[config.mk]
export PLATFORM = sky130hd
export DESIGN_NAME = step_clock_gen
export DESIGN_NICKNAME = d
export VERILOG_FILES = /design/src/rtl/step_clock_gen.sv
export SDC_FILE = /design/constraint.sdc
export NUM_CORES = 1
export LEC_CHECK = 0
export ABC_CLOCK_PERIOD_IN_PS = 3800
export CAP_MARGIN = 5
export CORE_MARGIN = 2
export CORE_UTILIZATION = 45
export CTS_CLUSTER_DIAMETER = 50
export DETAILED_ROUTE_END_ITERATION = 8
export RECOVER_POWER = 100
export REMOVE_ABC_BUFFERS = 1
export SYNTH_ARGS = -nofsm -noshare
export SYNTH_HDL_FRONTEND = slang
export SYNTH_SLANG_ARGS = --single-unit
[constraint.sdc]
create_clock -name clock -period 3.8 [get_ports clock]
set_input_delay 0.38 -clock clock [delete_from_list [all_inputs] [get_ports clock]]
set_output_delay 0.38 -clock clock [all_outputs]
set_load 0.02 [all_outputs]
[src/rtl/step_clock_gen.sv]
// Datapath clock generator: debounced single-step pulses or a free-running divided clock.
// Optional HOLD_REPEAT_EN: auto-repeat step pulses while the step key stays held.
module step_clock_gen #(
    parameter int DEBOUNCE_CYCLES = 500000,
    parameter int PULSE_CYCLES    = 25000,
    parameter int RUN_HALF        = 25000000,
    parameter int COUNT_WIDTH     = 16
) (
    input  logic                   clock,
    input  logic                   reset,
    input  logic                   step_key_n,
    input  logic                   run_sw,
    input  logic [2:0]             rate_sel,
    input  logic                   count_clr,
    output logic                   dp_clock,
    output logic                   step_pulse,
    output logic                   running,
    output logic [COUNT_WIDTH-1:0] cycle_count
);
    localparam int DB_W   = $clog2(DEBOUNCE_CYCLES + 1);
    localparam int PH_MAX = (RUN_HALF > PULSE_CYCLES) ? RUN_HALF : PULSE_CYCLES;
    localparam int PH_W   = $clog2(PH_MAX + 1);
`ifdef HOLD_REPEAT_EN
    localparam int HOLD_FIRST = 4 * DEBOUNCE_CYCLES;
    localparam int HOLD_REP   = 2 * RUN_HALF;
    localparam int REP_MAX0   = (HOLD_FIRST > HOLD_REP) ? HOLD_FIRST : HOLD_REP;
    localparam int REP_MAX    = (REP_MAX0 > PULSE_CYCLES) ? REP_MAX0 : PULSE_CYCLES;
    localparam int REP_W      = $clog2(REP_MAX + 2);
`endif

    typedef enum logic [1:0] {IDLE, STEP_HI, WAIT_REL, RUN} state_t;

    function automatic logic [PH_W-1:0] half_period(input logic [2:0] sel);
        int unsigned h;
        h = unsigned'(RUN_HALF) >> sel;
        if (h == 0) h = 1;
        return PH_W'(h);
    endfunction

    logic [1:0]             key_sync_q, run_sync_q;
    logic                   key_lvl, run_s;
    logic [DB_W-1:0]        db_cnt_q, db_cnt_d;
    logic                   db_key_q, db_key_d;
    logic                   press_evt_q, press_evt_d;
    state_t                 state_q, state_d;
    logic [PH_W-1:0]        ph_cnt_q, ph_cnt_d;
    logic [PH_W-1:0]        ph_len_q, ph_len_d;
    logic                   dp_q, dp_d;
    logic                   pulse_q, rise;
    logic [COUNT_WIDTH-1:0] cnt_q, cnt_d;
`ifdef HOLD_REPEAT_EN
    logic [REP_W-1:0]       rep_cnt_q, rep_cnt_d;
    logic                   rep_arm_q, rep_arm_d;
    logic                   rep_first_q, rep_first_d;
    logic [REP_W-1:0]       rep_target;
`endif

    assign key_lvl = ~key_sync_q[1];
    assign run_s   = run_sync_q[1];

    always_comb begin
        db_cnt_d    = '0;
        db_key_d    = db_key_q;
        press_evt_d = 1'b0;
        if (key_lvl != db_key_q) begin
            if (db_cnt_q == DB_W'(DEBOUNCE_CYCLES - 1)) begin
                db_key_d    = key_lvl;
                press_evt_d = key_lvl;
            end else begin
                db_cnt_d = db_cnt_q + DB_W'(1);
            end
        end
    end

`ifdef HOLD_REPEAT_EN
    assign rep_target = rep_first_q ? REP_W'(HOLD_FIRST - 1) : REP_W'(HOLD_REP - 1);
`endif

    always_comb begin
        state_d  = state_q;
        ph_cnt_d = ph_cnt_q + PH_W'(1);
        ph_len_d = ph_len_q;
        dp_d     = dp_q;
`ifdef HOLD_REPEAT_EN
        rep_cnt_d   = rep_arm_q ? rep_cnt_q + REP_W'(1) : '0;
        rep_arm_d   = rep_arm_q;
        rep_first_d = rep_first_q;
`endif
        case (state_q)
            IDLE: begin
                ph_cnt_d = '0;
                dp_d     = 1'b0;
`ifdef HOLD_REPEAT_EN
                rep_arm_d   = 1'b0;
                rep_first_d = 1'b1;
`endif
                if (run_s) begin
                    state_d  = RUN;
                    dp_d     = 1'b1;
                    ph_len_d = half_period(rate_sel);
                end else if (press_evt_q) begin
                    state_d = STEP_HI;
                    dp_d    = 1'b1;
`ifdef HOLD_REPEAT_EN
                    rep_arm_d = 1'b1;
                    rep_cnt_d = '0;
`endif
                end
            end
            STEP_HI: begin
                if (ph_cnt_q == PH_W'(PULSE_CYCLES - 1)) begin
                    ph_cnt_d = '0;
                    dp_d     = 1'b0;
                    state_d  = db_key_q ? WAIT_REL : IDLE;
                end
            end
            WAIT_REL: begin
                ph_cnt_d = '0;
                dp_d     = 1'b0;
                if (!db_key_q) begin
                    state_d = IDLE;
`ifdef HOLD_REPEAT_EN
                end else if (rep_arm_q && rep_cnt_q >= rep_target) begin
                    state_d     = STEP_HI;
                    dp_d        = 1'b1;
                    rep_cnt_d   = '0;
                    rep_first_d = 1'b0;
`endif
                end
            end
            RUN: begin
`ifdef HOLD_REPEAT_EN
                rep_arm_d = 1'b0;
`endif
                // Phase boundaries are the only place the rate or the run switch take effect.
                if (ph_cnt_q == ph_len_q - PH_W'(1)) begin
                    ph_cnt_d = '0;
                    ph_len_d = half_period(rate_sel);
                    if (run_s) begin
                        dp_d = ~dp_q;
                    end else begin
                        dp_d    = 1'b0;
                        state_d = db_key_q ? WAIT_REL : IDLE;
                    end
                end
            end
            default: begin
                state_d = IDLE;
                dp_d    = 1'b0;
            end
        endcase
    end

    assign rise = dp_d & ~dp_q;

    always_comb begin
        cnt_d = cnt_q;
        if (count_clr) cnt_d = '0;
        else if (rise) cnt_d = cnt_q + COUNT_WIDTH'(1);
    end

    always_ff @(posedge clock or posedge reset) begin
        if (reset) begin
            key_sync_q  <= 2'b11;
            run_sync_q  <= 2'b00;
            db_cnt_q    <= '0;
            db_key_q    <= 1'b0;
            press_evt_q <= 1'b0;
            state_q     <= IDLE;
            ph_cnt_q    <= '0;
            ph_len_q    <= PH_W'(1);
            dp_q        <= 1'b0;
            pulse_q     <= 1'b0;
            cnt_q       <= '0;
`ifdef HOLD_REPEAT_EN
            rep_cnt_q   <= '0;
            rep_arm_q   <= 1'b0;
            rep_first_q <= 1'b1;
`endif
        end else begin
            key_sync_q  <= {key_sync_q[0], step_key_n};
            run_sync_q  <= {run_sync_q[0], run_sw};
            db_cnt_q    <= db_cnt_d;
            db_key_q    <= db_key_d;
            press_evt_q <= press_evt_d;
            state_q     <= state_d;
            ph_cnt_q    <= ph_cnt_d;
            ph_len_q    <= ph_len_d;
            dp_q        <= dp_d;
            pulse_q     <= rise;
            cnt_q       <= cnt_d;
`ifdef HOLD_REPEAT_EN
            rep_cnt_q   <= rep_cnt_d;
            rep_arm_q   <= rep_arm_d;
            rep_first_q <= rep_first_d;
`endif
        end
    end

    assign dp_clock    = dp_q;
    assign step_pulse  = pulse_q;
    assign running     = (state_q == RUN);
    assign cycle_count = cnt_q;
endmodule
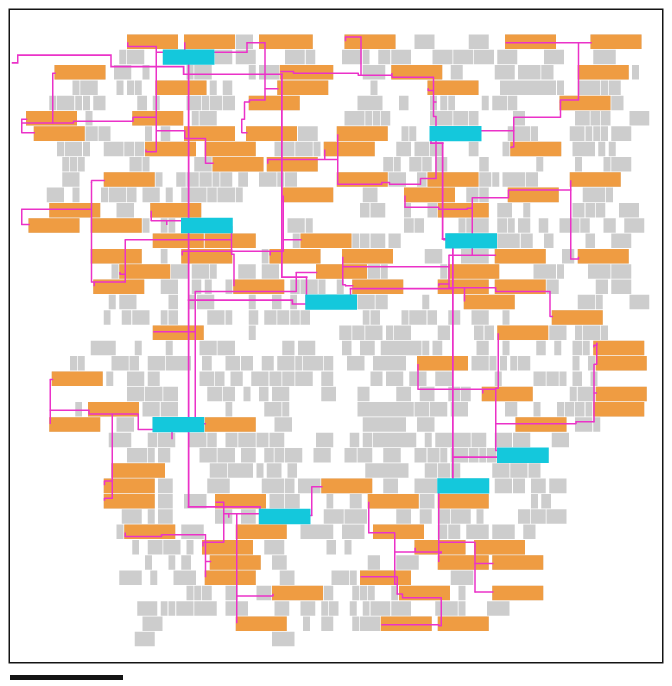
Figure 1: clock wires, drivers and flops.
Bar = 20 um.
- cyan: clock-net drivers (count 9)
- magenta: clock wires (length 1260 um)
- orange: flip-flops (count 95)
- routed clock nets: 10

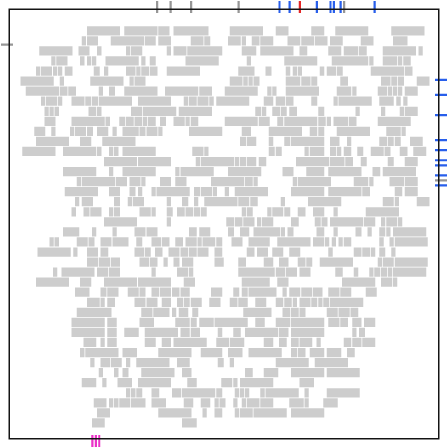
Figure 2: ports around the boundary.
Pins as bars across the die edge, other pins in grey.
- red: `step_pulse` (pins 1; direction output; edge top)
- blue: `cycle_count` (pins 16; direction output; edge 9 right, 7 top)
- magenta: `rate_sel` (pins 3; direction input; edge bottom)
- all pins by edge: 13 top, 10 right, 3 bottom, 1 left

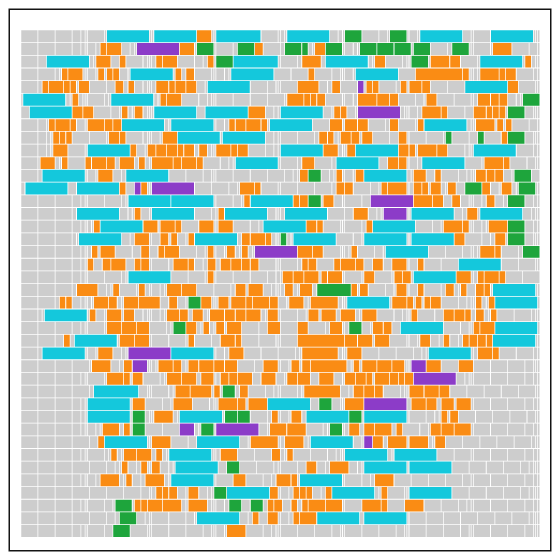
Figure 3: placement by cell class.
Fill, decap, tap and diode cells in grey.
- orange: remaining logic cells (cells 469; share of their area 50%)
- green: remaining buffers and delay cells (cells 49; share of their area 7.0%)
- purple: clock drivers and dummy loads (cells 16; share of their area 4.5%)
- cyan: registers (cells 95; share of their area 39%)

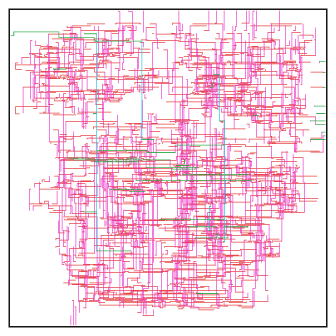
Figure 4: metal layers overlaid.
- green: M3 (wire length 412 um)
- cyan: M4 (wire length 186 um)
- magenta: M2 (wire length 5710 um)
- red: M1 (wire length 6010 um)

==> GITHUB_STEP_SUMMARY <==
### Flow metrics

| Metric | Value |
|---|---|
| Outcome | finished, violations left |
| Failing checks | capacitance limit, slew limit |
| Max clock buf depth | 2 |
| TritonCTS clock tree | done |
| Leading area contributor after synthesis | dfrtp_1 |
| Seq cells post-synth | approximately 95 |
| Startpoint Class | register |
| Max stage delay on crit path | between 0.5 and 0.6 ns |
| Max Clock Skew | between 0.01 and 0.015 ns |
| Clk sink count | around 95 |
| Mux share | under 10% |
| Distinct cell type count after synthesis | 58 |
| First-pass GRT wire length | approximately 21 mm |
| Residual DRC | 0 |
| Comb area leader | simple AND/OR/NAND/NOR gates |
| Cell count listed in synth_stat.txt | 592 |
| Period utilisation layout | between 90% and 100% |
| And+or+nand+nor area frac | about 25% |
| Adder-Cell Fraction of Synth Area | less than 1% |
| R2R Setup Slk | between 0.15 and 0.2 ns |
| Worst path cell trace | or4_1, or4_4, or3_1, o21bai_1, a31oi_1, and3_1, a211o_1, clkbuf_4, o21ai_0 |
| Final tally of setup violations | 0 |
| Nets | 636 |
| Reg-to-Reg Start | ph_len_q[1]$_DFFE_PP0P_ |
| Yosys stat area | 0.005624 mm^2 |
| Final worst path period need | about 3.6 ns |
| Hold Crit Class | register to register |
| Slew Limit Fails | ~47 |
| Max_cap viols | 1 |
| Overall power | ~0.0034 W |
| Chip area | approximately 0.013 mm^2 |
| Warnings from Yosys | 0 |
| Maximum vdd ir drop | roughly 330 uV |
| Worst Tran Pin Value | slightly below 2 ns |
| Vert. Die Dim | 115.8 um |
| Root Buffer | clkbuf_16 |
| Post-synth EDFFs | 0 |
| Max Fclk | between 200 and 300 MHz |
| Main flop type | dfrtp_1 |
| Routed len/inst | ~15 um |
| Cts hold-fix bufs | 0 |
| Ant. Diodes | 0 |
| Post-DP HPWL | between 8 and 9 mm |
==> cell type report <==
cell class                      instances  area, um^2
Clock buffer                           12       246.5
Clock inverter                          4       31.28
Fill cell                            1152        5744
Inverter                               22       83.83
Multi-Input combinational cell        447        2984
Sequential cell                        95        2381
Tap cell                              168       210.2
Timing Repair Buffer                   49       430.4
==> flip-flops by register name, indices dropped and copies added (netlist names) <==
register and count:
ph_cnt_q 25, ph_len_q 25, db_cnt_q 19, cycle_count 16
key_sync_q 2, run_sync_q 2, state_q 2, db_key_q 1
dp_clock 1, press_evt_q 1, step_pulse 1
==> power by group <==
part,leakage [nW],switching (W),internal (W)
Sequential,1.23,0.000235,0.00118
Combinational,1.37,0.000570,0.000507
Clock,0.137,0.000397,0.000466
==> cell usage after synthesis (5+ instances only) <==
cell type / count
clkbuf_1: 20
nand2_1: 32
nor3_1: 14
mux2_4: 12
nand4_1: 11
nand3_1: 36
mux2i_1: 10
mux2_2: 9
nand2b_1: 6
xnor2_1: 44
mux2_1: 9
inv_1: 22
or3_1: 6
nor4_1: 15
o21ai_0: 9
o211ai_1: 5
a21oi_1: 15
nor2b_1: 15
nor2_1: 95
dfrtp_1: 92
xor2_1: 32
and3_1: 11
==> through the flow <==
| step | instances | area (um^2) | setup WS, ns | utilization (%) |
|---|---|---|---|---|
| after detailed placement | 777 | 6100 | 0.02697 | 50.36 |
| after CTS | 793 | 6377 | 0.004029 | 52.65 |
| final | 797 | 6367 | 0.1870 | 52.57 |
| after floorplan | 563 | 5478 | 0.2594 | - |
| after global routing | 797 | 6367 | 0.07029 | 52.57 |
| after global placement | 777 | 6100 | 0.1155 | 50.36 |
==> critical path: cells and delay by family, from the launching register on <==
family          cells  cell delay, ns
simple gates        4            1.89
compound gates      4            0.85
buf+inv             1            0.33
flops               1            0.40
==> worst paths after layout <==
path,to,cells after the start
max,dp_clock$_DFF_PP0_,9
min,key_sync_q[1]$_DFF_PP1_,0
max reg2reg,dp_clock$_DFF_PP0_,9
min reg2reg,key_sync_q[1]$_DFF_PP1_,0
max in group asynchronous,ph_len_q[10]$_DFFE_PP0P_,3
min in group asynchronous,db_cnt_q[13]$_DFF_PP0_,2
==> metal layers <==
layer / GRT usage [%] / vias up / share of wire (%)
li1: - / 2108 / -
met4: 6.746 / 0 / 1.5
met3: 3.138 / 15 / 3.3
met2: 30.21 / 65 / 46
met5: 0 / - / 0
met1: 28.50 / 2100 / 49
==> cells by family (layout without fill, tap and decap cells) <==
kind of cell	count (synthesis)	after routing
simple gates	271	271
flops	95	95
xor+xnor	76	76
compound gates	55	56
buf+inv	51	87
mux	40	40
fa+ha+maj	4	4
==> repair_timing <==
| action | CTS | global route |
|---|---|---|
| setup endpoints to repair | 0 | 20 |
| setup buffers | 0 | 3 |
| resized | 0 | 2 |
Power and IR drop assume default switching activity.
